$ cat config.mk
export PLATFORM = sky130hd
export DESIGN_NAME = uart_transmitter
export DESIGN_NICKNAME = d
export VERILOG_FILES = /design/src/rtl/uart_pkg.sv /design/src/rtl/uart_baud_timer.sv /design/src/rtl/uart_transmitter.sv
export SDC_FILE = /design/constraint.sdc
export NUM_CORES = 1
export LEC_CHECK = 0
export CAP_MARGIN = 20
export CORE_MARGIN = 5
export CORE_UTILIZATION = 40
export CTS_CLUSTER_DIAMETER = 30
export DETAILED_ROUTE_END_ITERATION = 10
export PLACE_DENSITY = 0.71
export SKIP_CTS_REPAIR_TIMING = 1
export SYNTH_ARGS = -nofsm -noshare
export SYNTH_HDL_FRONTEND = slang
export SYNTH_SLANG_ARGS = --single-unit
$ cat constraint.sdc
create_clock -name CLK_i -period 2.1 [get_ports CLK_i]
set_input_delay 0.42 -clock CLK_i [delete_from_list [all_inputs] [get_ports CLK_i]]
set_output_delay 0.42 -clock CLK_i [all_outputs]
set_load 0.005 [all_outputs]
$ cat src/rtl/uart_pkg.sv
// uart_pkg
// Shared definitions for the UART transmitter and receiver blocks.
//   uart_state_t : frame FSM state encoding
//   PAR_*        : values accepted by the PARITY parameter
package uart_pkg;

  typedef enum logic [2:0] {
    UART_IDLE   = 3'd0,
    UART_START  = 3'd1,
    UART_DATA   = 3'd2,
    UART_PARITY = 3'd3,
    UART_STOP   = 3'd4
  } uart_state_t;

  localparam int PAR_NONE = 0;
  localparam int PAR_ODD  = 1;
  localparam int PAR_EVEN = 2;

endpackage

$ cat src/rtl/uart_baud_timer.sv
// uart_baud_timer
// Down-counter that times one bit (or one multi-bit span) of a UART frame.
//   clk        : system clock, rising edge
//   srst       : synchronous reset, active-high (counter -> 0)
//   restart    : load load_value this cycle
//   load_value : span length minus one
//   bit_end    : high in the last cycle of the span (count == 0)
//   bit_last   : high one cycle before bit_end (count == 1)
module uart_baud_timer #(
  parameter int WIDTH = 13
) (
  input  logic             clk,
  input  logic             srst,
  input  logic             restart,
  input  logic [WIDTH-1:0] load_value,
  output logic             bit_end,
  output logic             bit_last
);

  logic [WIDTH-1:0] count_reg;

  // Parks at zero once expired; every span starts from an explicit restart,
  // so no error can carry from one bit into the next.
  always_ff @(posedge clk) begin
    if (srst) begin
      count_reg <= '0;
    end else if (restart) begin
      count_reg <= load_value;
    end else if (count_reg != '0) begin
      count_reg <= count_reg - 1'b1;
    end
  end

  assign bit_end  = (count_reg == '0);
  assign bit_last = (count_reg == WIDTH'(1));

endmodule

$ cat src/rtl/uart_transmitter.sv
// uart_transmitter
// 8-bit UART transmitter: start bit, 8 data bits LSB first, optional parity,
// one or two stop bits.
//   CLK_i   : system clock, rising edge
//   reset_i : synchronous reset, active-high
//   data_i  : byte to send, sampled on the valid/ready handshake
//   valid_i : data_i is valid
//   ready_o : idle, a byte can be accepted
//   Tx_o    : serial line, idle high, registered
//   busy_o  : frame in progress
//   done_o  : one-cycle pulse in the last cycle of the final stop bit
module uart_transmitter
  import uart_pkg::*;
#(
  parameter int CLK_FREQ     = 50_000_000,
  parameter int BAUD         = 9600,
  parameter int CLKS_PER_BIT = CLK_FREQ / BAUD,
  parameter int PARITY       = PAR_NONE,
  parameter int STOP_BITS    = 1
) (
  input  logic       CLK_i,
  input  logic       reset_i,
  input  logic [7:0] data_i,
  input  logic       valid_i,
  output logic       ready_o,
  output logic       Tx_o,
  output logic       busy_o,
  output logic       done_o
);

  localparam int TIMER_W = $clog2(STOP_BITS * CLKS_PER_BIT);
  localparam logic [TIMER_W-1:0] BIT_LOAD  = TIMER_W'(CLKS_PER_BIT - 1);
  localparam logic [TIMER_W-1:0] STOP_LOAD = TIMER_W'(STOP_BITS * CLKS_PER_BIT - 1);

  uart_state_t  state_reg;
  logic [7:0]   shift_reg;
  logic [2:0]   bit_idx_reg;
  logic         parity_reg;
  logic         tx_reg;
  logic         done_reg;

  logic               timer_restart;
  logic [TIMER_W-1:0] timer_load;
  logic               bit_end;
  logic               bit_last;

  // Restart the timer on every state/bit change; the stop span is timed as a
  // single STOP_BITS-long interval.
  always_comb begin
    timer_restart = 1'b0;
    timer_load    = BIT_LOAD;
    case (state_reg)
      UART_IDLE:  timer_restart = valid_i;
      UART_START: timer_restart = bit_end;
      UART_DATA: begin
        timer_restart = bit_end;
        if (bit_idx_reg == 3'd7 && PARITY == PAR_NONE) begin
          timer_load = STOP_LOAD;
        end
      end
      UART_PARITY: begin
        timer_restart = bit_end;
        timer_load    = STOP_LOAD;
      end
      default: timer_restart = 1'b0;
    endcase
  end

  uart_baud_timer #(
    .WIDTH(TIMER_W)
  ) baud_timer (
    .clk       (CLK_i),
    .srst      (reset_i),
    .restart   (timer_restart),
    .load_value(timer_load),
    .bit_end   (bit_end),
    .bit_last  (bit_last)
  );

  // Tx_o is registered and always loaded with the level of the bit being
  // entered, so the line changes on the same edge as the state.
  always_ff @(posedge CLK_i) begin
    if (reset_i) begin
      state_reg   <= UART_IDLE;
      shift_reg   <= '0;
      bit_idx_reg <= '0;
      parity_reg  <= 1'b0;
      tx_reg      <= 1'b1;
      done_reg    <= 1'b0;
    end else begin
      done_reg <= 1'b0;
      case (state_reg)
        UART_IDLE: begin
          if (valid_i) begin
            shift_reg   <= data_i;
            bit_idx_reg <= '0;
            parity_reg  <= (PARITY == PAR_ODD) ? ~^data_i : ^data_i;
            tx_reg      <= 1'b0;
            state_reg   <= UART_START;
          end
        end
        UART_START: begin
          if (bit_end) begin
            tx_reg    <= shift_reg[0];
            state_reg <= UART_DATA;
          end
        end
        UART_DATA: begin
          if (bit_end) begin
            if (bit_idx_reg == 3'd7) begin
              if (PARITY != PAR_NONE) begin
                tx_reg    <= parity_reg;
                state_reg <= UART_PARITY;
              end else begin
                tx_reg    <= 1'b1;
                state_reg <= UART_STOP;
              end
            end else begin
              shift_reg   <= shift_reg >> 1;
              tx_reg      <= shift_reg[1];
              bit_idx_reg <= bit_idx_reg + 3'd1;
            end
          end
        end
        UART_PARITY: begin
          if (bit_end) begin
            tx_reg    <= 1'b1;
            state_reg <= UART_STOP;
          end
        end
        UART_STOP: begin
          // Registered pulse: set one cycle early so it lands on the last cycle.
          if (bit_last) begin
            done_reg <= 1'b1;
          end
          if (bit_end) begin
            state_reg <= UART_IDLE;
          end
        end
        default: begin
          tx_reg    <= 1'b1;
          state_reg <= UART_IDLE;
        end
      endcase
    end
  end

  assign ready_o = (state_reg == UART_IDLE);
  assign busy_o  = ~ready_o;
  assign Tx_o    = tx_reg;
  assign done_o  = done_reg;

endmodule
Fig. 1: run 1, drive-strength map
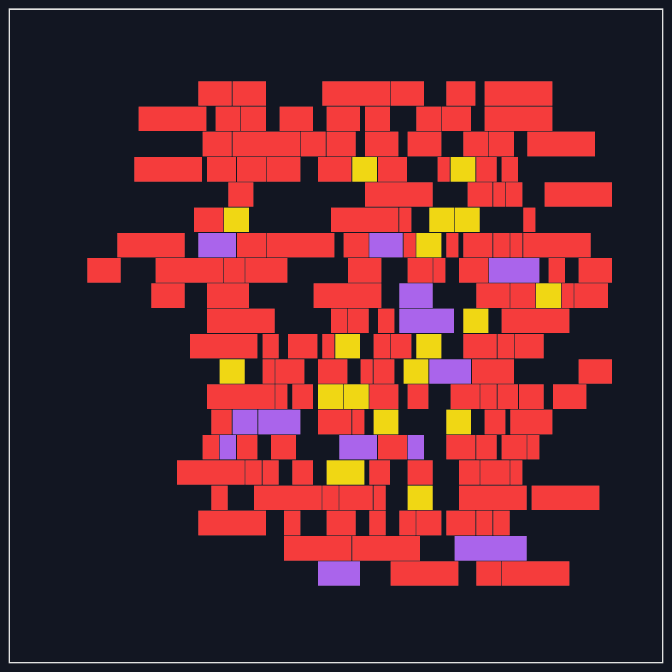
| size | colour | cells |
|---|---|---|
| _2 cells | purple | 13 |
| _3 and _4 cells | yellow | 18 |
| _0 and _1 cells | red | 144 |

Fig. 2: run 1, congestion heat map
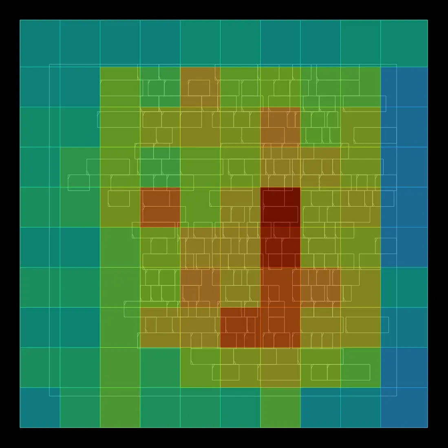
detail-routed net length per standard cell: 14.6 µm
global-route total usage across every layer: 13.4%
share of the core filled with cells: 51.0%
met1 routing resource usage after global routing: 16.6%
met3 track demand over resource: 3.16%

Fig. 3: run 1, metal layers overlaid
Only two layers are drawn.
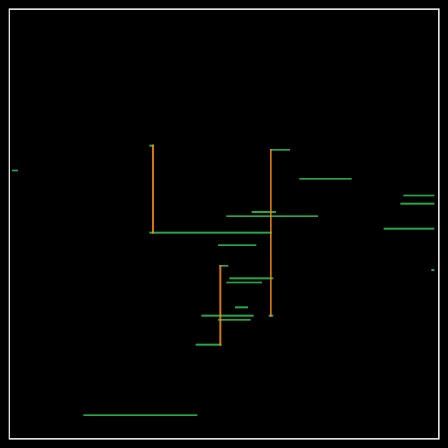
| layer | colour | wire length |
|---|---|---|
| metal 3 | green | 126 µm |
| metal 4 | orange | 54.4 µm |

==> summary.txt, run 1 <==
impl run done, here's what came out: number of vias per cell after detailed routing=5.81, layout cell share with drive strength beyond 1=around 18%, synthesized chip area reported by yosys=1450 µm², time the worst path needs with I/O delays and setup=1.96 ns, fraction of area in clock buffers and inverters=~2.9%, and+or+nand+nor area frac=between 15 and 20%, total number of nets in the final design=approximately 190, flop count=29, RR Endpoint=baud_timer.count_reg[9], flip-flop cell with the highest count after synthesis=sky130_fd_sc_hd__dfxtp_1, outcome=finished clean, maximum buffer depth of the clock tree=2, crit end category=output port, floorplan-stage core utilization=42.4%, critical path launch point type=register, Max rail drop VDD=between 0.3 and 0.4 mV, routed via count=1284, clk_skew=0.0144 ns, final number of setup-violating endpoints=0, Yosys cell types=49, final tally of hold violations=0, total standard cell area after synthesis=roughly 1400 µm², power density over the cells=904 nW/µm², OpenROAD warning count=27, P_leak=0.641 nW, final antenna-violating net count=0
run 1: worst max-delay path by stage:
stage / start / end / cells past startpoint
6_report: state_reg[0] / ready_o / 2
4_1_cts: baud_timer.count_reg[0] / baud_timer.count_reg[9] / 7
5_1_grt: baud_timer.count_reg[1] / baud_timer.count_reg[11] / 7
2_1_floorplan: baud_timer.count_reg[0] / baud_timer.count_reg[11] / 7
3_5_place_dp: baud_timer.count_reg[0] / bit_idx_reg[0] / 7
3_3_place_gp: valid_i / bit_idx_reg[0] / 6
run 1: where the power goes:
part / total [mW] / switching [mW] / internal, mW
registers: 0.723 / 0.100 / 0.623
logic: 0.536 / 0.262 / 0.274
clock network: 0.317 / 0.189 / 0.127
run 1: routing by layer:
metal	up-vias	part of all wire (%)	GRT usage, %
met3	7	3.9	3.16
met1	601	46	16.6
met2	33	49	21.8
li1	643	-	-
met5	-	0	0
met4	0	1.7	6.38
run 1: worst max-delay path, cell delays in order, from the launching register on:
cell and delay (ns):
sky130_fd_sc_hd__dfxtp_1 0.41, sky130_fd_sc_hd__nor3_1 0.26, sky130_fd_sc_hd__clkdlybuf4s50_1 0.54
run 1: placed cells by master, fill, tap and decap left out, drive strengths merged, types with 2 or more instances in the layout:
cell type,instances
clkdlybuf4s50,14
or3,3
o2111ai,2
nor4b,3
nand2,4
clkinv,2
or4,4
and4,3
buf,12
o41ai,4
a21oi,10
clkbuf,6
a311o,2
nor3,3
nor4,4
nor3b,2
inv,6
nor2b,2
mux2,2
dfxtp,29
a22oi,8
nor2,6
ha,4
nand3,3
o21ai,4
a22o,2
o22ai,6
mux2i,2
o2bb2ai,8
nand3b,2
==> run 1 -> run 2 <==
CORE_MARGIN = unset   (was 5)
Fig. 4: run 2, metal layers overlaid
Only two layers are drawn.
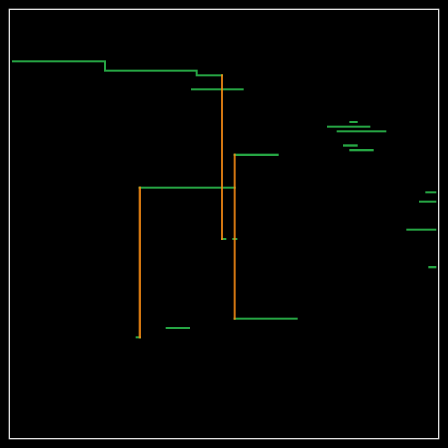
| layer | colour | wire length |
|---|---|---|
| metal 4 | orange | 69.4 µm |
| metal 3 | green | 99.9 µm |

Fig. 5: run 2, congestion heat map
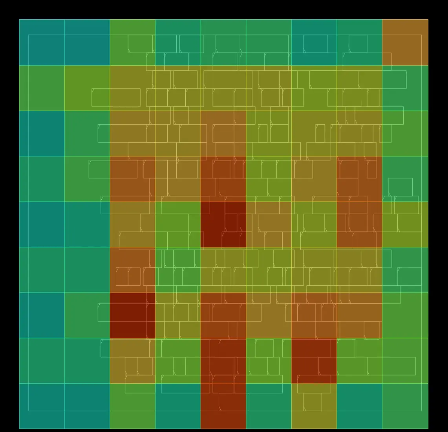
global routing usage on met2: 32.1%
met1 routing resource usage after global routing: 21.4%
met3 track demand over resource: 7.17%
share of the core filled with cells: 51.6%

Fig. 6: run 2, sequential cells grouped by signal name
Bar = 20 µm.
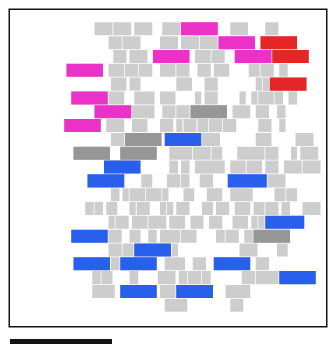
| name in the netlist | colour | flops |
|---|---|---|
| baud_timer.count_reg | blue | 13 |
| state_reg | red | 3 |
| shift_reg | magenta | 8 |
sequential fraction of total cell area: 33.1%
Flop area: 583 µm²
Seq group: 0.722 mW

==> run 2 against run 1 <==
  * Worst setup slack improved by 0.024 ns
  * Clock-buffer cell count is 1 higher
  * Final area up 1.1%
  * Die area shrank 21%
  * Combinational power grew 4%
  * Critical path depth is 5 higher
  * Global-route usage increased by 5.3 points
  * Critical endpoint is now baud_timer.count_reg[9]
==> summary.txt, run 2 <==
impl run done, here's what came out: outcome=finished clean (unchanged), routed via count=1303 (was 1284), final tally of hold violations=0 (unchanged), Worst Max-Slew Pin Slew=0.501 ns (was 0.510 ns), number of placed instances with taps included=215 (was 213), RR Endpoint=baud_timer.count_reg[9] (unchanged), count of mapped cells out of synthesis=153 (unchanged), synthesized chip area reported by yosys=1450 µm² (unchanged), data required time at the worst endpoint=2.36 ns (was 1.68 ns), worst setup path start=baud_timer.count_reg[0] (was state_reg[0]), final number of setup-violating endpoints=0 (unchanged), clk_skew=0.00756 ns (was 0.0144 ns), leading cell types in the layout, fill and taps excluded=sky130_fd_sc_hd__dfxtp_1 (27), sky130_fd_sc_hd__clkdlybuf4s50_1 (14), sky130_fd_sc_hd__buf_4 (14) (was sky130_fd_sc_hd__dfxtp_1 (28), sky130_fd_sc_hd__clkdlybuf4s50_1 (14), sky130_fd_sc_hd__buf_4 (12)), global-route total usage across every layer=18.8% (was 13.4%), layout cell share with drive strength beyond 1=18.8% (was 17.7%), achievable frequency=0.516 GHz (was 0.510 GHz), biggest fanout along the worst timing path=11 (was 9), detail-routed net length per standard cell=15.4 µm (was 14.6 µm), Total Power Consumption=1.61 mW (was 1.58 mW), maximum buffer depth of the clock tree=2 (unchanged), final antenna-violating net count=0 (unchanged), P_leak=0.648 nW (was 0.641 nW), OpenROAD warning count=27 (unchanged), total standard cell area after synthesis=1450 µm² (unchanged), critical path launch point type=register (unchanged), total number of nets in the final design=191 (was 189), cell count of the worst hold path=1 (unchanged), floorplan-stage core utilization=42.4% (unchanged), crit end category=register (was output port), max-cap violation count=0 (unchanged), flip-flop cell with the highest count after synthesis=sky130_fd_sc_hd__dfxtp_1 (unchanged), Yosys cell types=49 (unchanged), top logic cell by instance count in the layout=sky130_fd_sc_hd__dfxtp_1 (unchanged), power density over the cells=915 nW/µm² (was 904 nW/µm²), time the worst path needs with I/O delays and setup=1.94 ns (was 1.96 ns), Max rail drop VDD=0.352 mV (was 0.315 mV), termination of the worst setup path=baud_timer.count_reg[9] (was ready_o)
==> run 2: cell types whose count changed in the layout (fill, tap and decap cells not counted), sizes merged <==
cell	delta
buf	+2
clkbuf	+1
clkinv	-2
==> run 2: logic make-up after synthesis <==
| logic type | after synthesis | share of synthesized area (%) |
|---|---|---|
| xor gates and xnor gates | 2 | 1.21 |
| muxes | 4 | 2.94 |
| adders and majority gates | 4 | 3.45 |
| buffers and inverters | 18 | 5.61 |
| and+or+nand+nor | 41 | 18.4 |
| AOI/OAI and AO/OA | 55 | 28.3 |
| DFF | 29 | 40.1 |
==> run 2: where the power goes <==
group	internal [mW]	total [mW]	leakage, nW	switching (mW)
Combinational	0.275	0.555	0.379	0.279
Clock	0.158	0.335	0.0314	0.178
Sequential	0.625	0.722	0.238	0.0976
==> run 2: metal layers <==
layer / track usage (%) / part of all wire (%)
met5: 0 / 0
met4: 6.10 / 2.0
met3: 7.17 / 2.9
met2: 32.1 / 51
met1: 21.4 / 44
==> run 2: worst max-delay path: stages, from the launching register on <==
cell and delay, ns:
sky130_fd_sc_hd__dfxtp_2 0.37, sky130_fd_sc_hd__inv_1 0.07, sky130_fd_sc_hd__ha_1 0.24, sky130_fd_sc_hd__nor3b_1 0.16, sky130_fd_sc_hd__buf_4 0.18, sky130_fd_sc_hd__a311o_1 0.38
sky130_fd_sc_hd__or3_1 0.33, sky130_fd_sc_hd__a21oi_1 0.14
==> run 2: cell type report <==
cell class / count / area, µm² / area share [%]
Inverter: 6 / 22.5 / 1.28
Clock buffer: 7 / 55.1 / 3.12
Tap cell: 46 / 57.6 / 3.26
Multi-Input combinational cell: 106 / 800 / 45.4
Sequential cell: 29 / 583 / 33.1
Timing Repair Buffer: 28 / 245 / 13.9
==> run 2 -> run 3 <==
RECOVER_POWER = 50   (was unset)
Fig. 7: run 3, drive-strength map
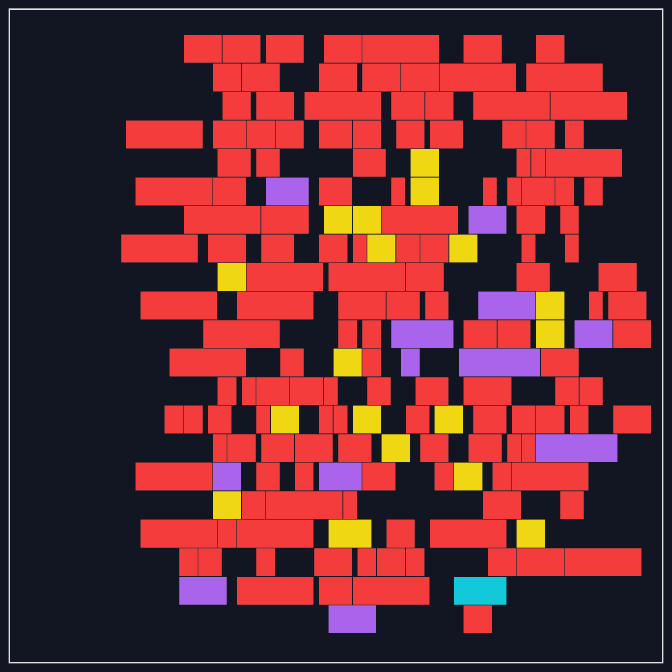
| size | colour | cells |
|---|---|---|
| _2 cells | purple | 12 |
| _3 and _4 cells | yellow | 18 |
| _0 and _1 cells | red | 145 |
| _6 and larger | cyan | 1 |
Non-CTS buffers: 28
fin worst setup slack: 0.163 ns

Fig. 8: run 3, sequential cells grouped by signal name
Bar = 20 µm.
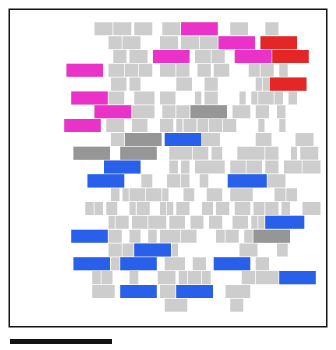
| name in the netlist | colour | flops |
|---|---|---|
| shift_reg | magenta | 8 |
| baud_timer.count_reg | blue | 13 |
| state_reg | red | 3 |
not coloured: 5
share of the core filled with cells: 51.4%
sequential fraction of total cell area: 33.2%

Fig. 9: run 3, selected gate families
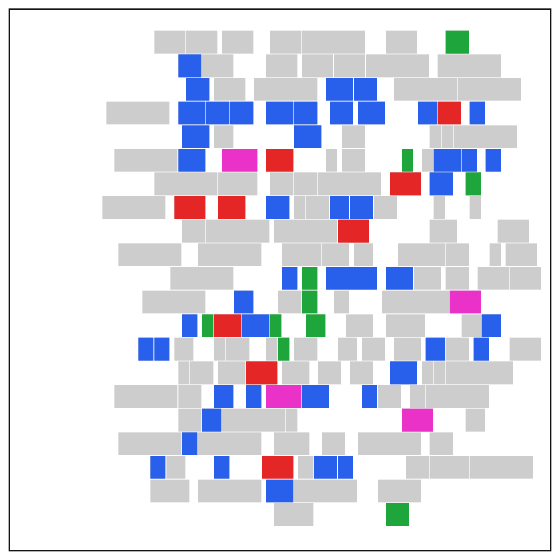
| family | colour | cells |
|---|---|---|
| nand cells | green | 10 |
| aoi and oai cells | blue | 46 |
| mux cells | magenta | 4 |
| non-inverting ao/oa cells | red | 9 |
share of the final layout cell area in multi-input gates: 45.5%
final standard cell count with taps included and fillers excluded: 222

==> run 3 against run 2 <==
  * Clock skew about the same
  * Cell count unchanged
  * Sequential power about the same
  * Clock-buffer cell count unchanged
  * Combinational power decreased by 0.7%
  * Clock power about the same
  * Register-to-register slack about the same
  * Final area decreased by 0.43%
  * Total power decreased by 0.34%
  * Utilization decreased by 0.22 points
  * Synthesized cell count unchanged
  * Critical path depth unchanged
  * Critical path type unchanged
  * Largest cell class unchanged
==> summary.txt, run 3 <==
impl run done, here's what came out: count of mapped cells out of synthesis=153 (unchanged), P_leak=0.645 nW (was 0.648 nW), critical path launch point type=register (unchanged), Clock power frac=20.8% (about the same), Yosys cell types=49 (unchanged), synthesized chip area reported by yosys=1450 µm² (unchanged), Total Power Consumption=1.61 mW (about the same), Int Pwr=1.05 mW (was 1.06 mW), RR Endpoint=baud_timer.count_reg[9] (unchanged), biggest fanout along the worst timing path=11 (unchanged), XOR/XNOR Area Share=1.21% (unchanged), layout cell share with drive strength beyond 1=17.6% (was 18.8%), data required time at the worst endpoint=2.36 ns (about the same), final antenna-violating net count=0 (unchanged), clk_skew=0.00771 ns (was 0.00756 ns), total standard cell area after synthesis=1450 µm² (unchanged), number of placed instances with taps included=215 (unchanged), crit end category=register (unchanged), flip-flop cell with the highest count after synthesis=sky130_fd_sc_hd__dfxtp_1 (unchanged), maximum buffer depth of the clock tree=2 (unchanged), sequential share of power=44.9% (was 44.8%), Net Sw Power=0.553 mW (was 0.555 mW), Net Sw Frac=34.4% (about the same), achievable frequency=0.516 GHz (about the same), top logic cell by instance count in the layout=sky130_fd_sc_hd__dfxtp_1 (unchanged), number of vias per cell after detailed routing=5.89 (was 5.87), power density over the cells=915 nW/µm² (about the same), combinational fraction of design power=34.3% (was 34.4%), final number of setup-violating endpoints=0 (unchanged), Top power group=registers (unchanged), outcome=finished clean (unchanged), cell count of the worst hold path=1 (unchanged), floorplan-stage core utilization=42.4% (unchanged)
run 3: cell counts after synthesis:
Identical to the previous run, type by type.
run 3: cell families (layout without fill, tap and decap cells):
kind of cell / count (synthesis) / count (layout)
flip-flops: 29 / 29
AND/OR/NAND/NOR: 41 / 41
multiplexers: 4 / 4
XOR/XNOR: 2 / 2
AND-OR/OR-AND: 55 / 55
buffers and inverters: 18 / 41
adder cells (fa/ha/maj): 4 / 4
run 3: cell type report:
type	count	area, µm²	area share [%]
multi-input combinational	106	798	45.5
sequential	29	583	33.2
timing repair buffer	28	239	13.6
tap	46	57.6	3.28
clock buffer	7	55.1	3.14
inverter	6	22.5	1.28
run 3: how the worst max path moves through the flow:
stage / startpoint / to / slack, ns / depth (start not counted)
after floorplan: baud_timer.count_reg[0] / baud_timer.count_reg[11] / 0.23 / 7
after global placement: valid_i / shift_reg[7] / 0.07 / 6
after detailed placement: valid_i / shift_reg[7] / 0.03 / 6
after CTS: baud_timer.count_reg[0] / baud_timer.count_reg[9] / 0.07 / 7
after global routing: baud_timer.count_reg[1] / state_reg[1] / 0.0009 / 7
final: baud_timer.count_reg[0] / baud_timer.count_reg[9] / 0.16 / 7
run 3: critical path: stages (launching register included):
cell                      delay (ns)
sky130_fd_sc_hd__dfxtp_2        0.37
sky130_fd_sc_hd__inv_1          0.07
sky130_fd_sc_hd__ha_1           0.24
sky130_fd_sc_hd__nor3b_1        0.16
sky130_fd_sc_hd__buf_4          0.18
sky130_fd_sc_hd__a311o_1        0.38
sky130_fd_sc_hd__or3_1          0.33
sky130_fd_sc_hd__a21oi_1        0.14
run 3: metal layers:
metal | routed length (µm) | global-route usage, %
met1 | 1510 | 21.4
met2 | 1750 | 32.1
met3 | 136 | 7.17
met4 | 45 | 6.10
met5 | 0 | 0
Power figures rest on the tool's default switching activity, not on a simulated workload.
